Design dmem_miss_ctrl, sky130hd; sources not shown.
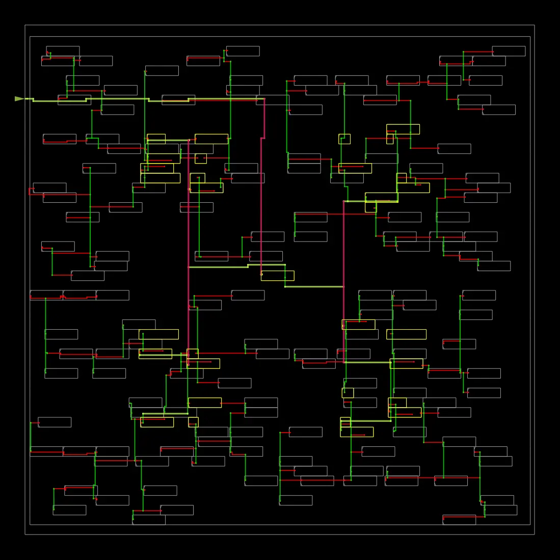
final_clocks.png
Clk. pwr: 0.722 mW
clk ins delay skew pair: 0.41 ns
clock buffer count: 19
CTS Buf Count: 17
Flop Count: 147

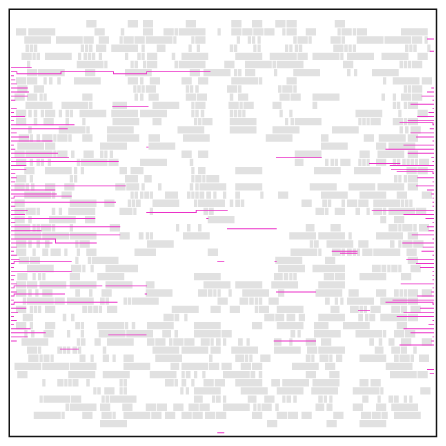
met3.png
Drawn at 3 px/um.
142 nets have wire on it. The longest straight run is 37.9 um. The wires run mostly horizontal. The layer holds 7.9% of the routed length. The layer carries 1,210 um of wire.
vias post-DR: 4,745
Routed WL: 15,300 um
met3 global-route usage: 0.0565

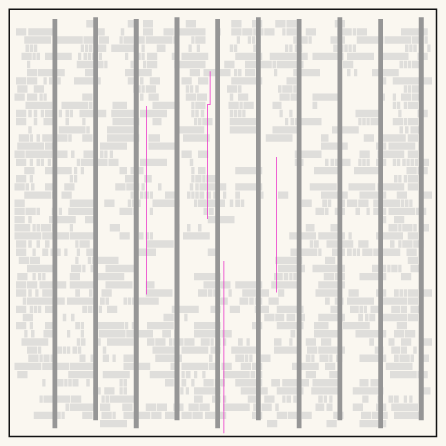
met4.png
Drawn at 3 px/um. Supply wires on this layer in gray.
The layer carries 214 um of wire. The layer holds 1.4% of the routed length. 3 nets have wire on it.

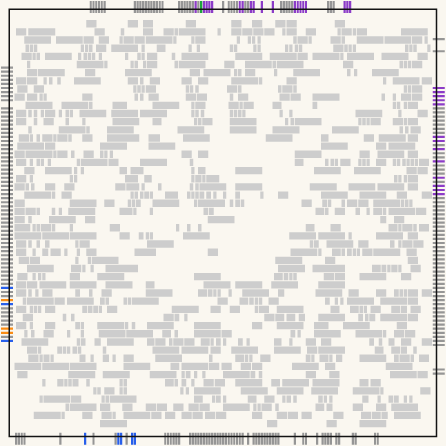
pins.png
Drawn at 3 px/um. Pins as bars across the die edge, other pins in gray.
Blue is `sleep_mask`, pins 8, direction output, edge 5 bottom, 3 left. Purple is `fill_data`, pins 32, direction output, edge 19 top, 13 right. Green is `refill_rvalid`, pins 1, direction input, edge top. Orange is `trd_mem`, pins 3, direction input, edge left.
All pins by edge: 68 right, 67 left, 64 bottom, 59 top.
Vert. Die Dim: 142 um
Die W: 142 um
IO Port Bufs: 247

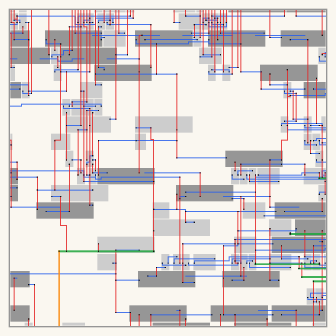
zoom.png
Region (81, 81) to (131, 131) um. Cells in gray, sequential cells in the stronger gray; small squares are vias.
Green is met3. Red is met2. Blue is met1. Orange is met4.
84 logic cells have their middle in the window. Most frequent: nand2_1 (42), dfrtp_1 (20), clkdlybuf4s50_1 (14). Sequential cells in the window: 20.

==> changes_impl.md <==
## Flow update

- Comb. pwr: 1.31 mW
- Mean Syn Cell Area: 9.55 um2
- Post-CTS Setup Bufs: 0
- Non-CTS buffers: 249
- Combinational gates: 380
- Area leader share: 0.626
- Peak Freq: 139 MHz
- Comb pwr share: 0.431
- CTS clk-pin slew, worst paths: 0.06 ns
- First-pass GRT wire length: 24,700 um
- Chip area: 20,100 um2
- Comb/total area: 0.193
- Clock Tree Buf Depth: 2
- Critical path type: input pin to output pin
- Hold WS: 0.475 ns
- Synth logic family: simple AND/OR/NAND/NOR gates
- # hold bufs at CTS: 0
- Hold Vio Cnt, Final: 0
- Fin cells: 1,127
- Pint: 1.92 mW
- Setup slack after layout: 1.99 ns
- Critical Path Slowest Stage Cell: clkdlybuf4s50_1
- Status: complete, no violations
Power and IR drop assume default switching activity.
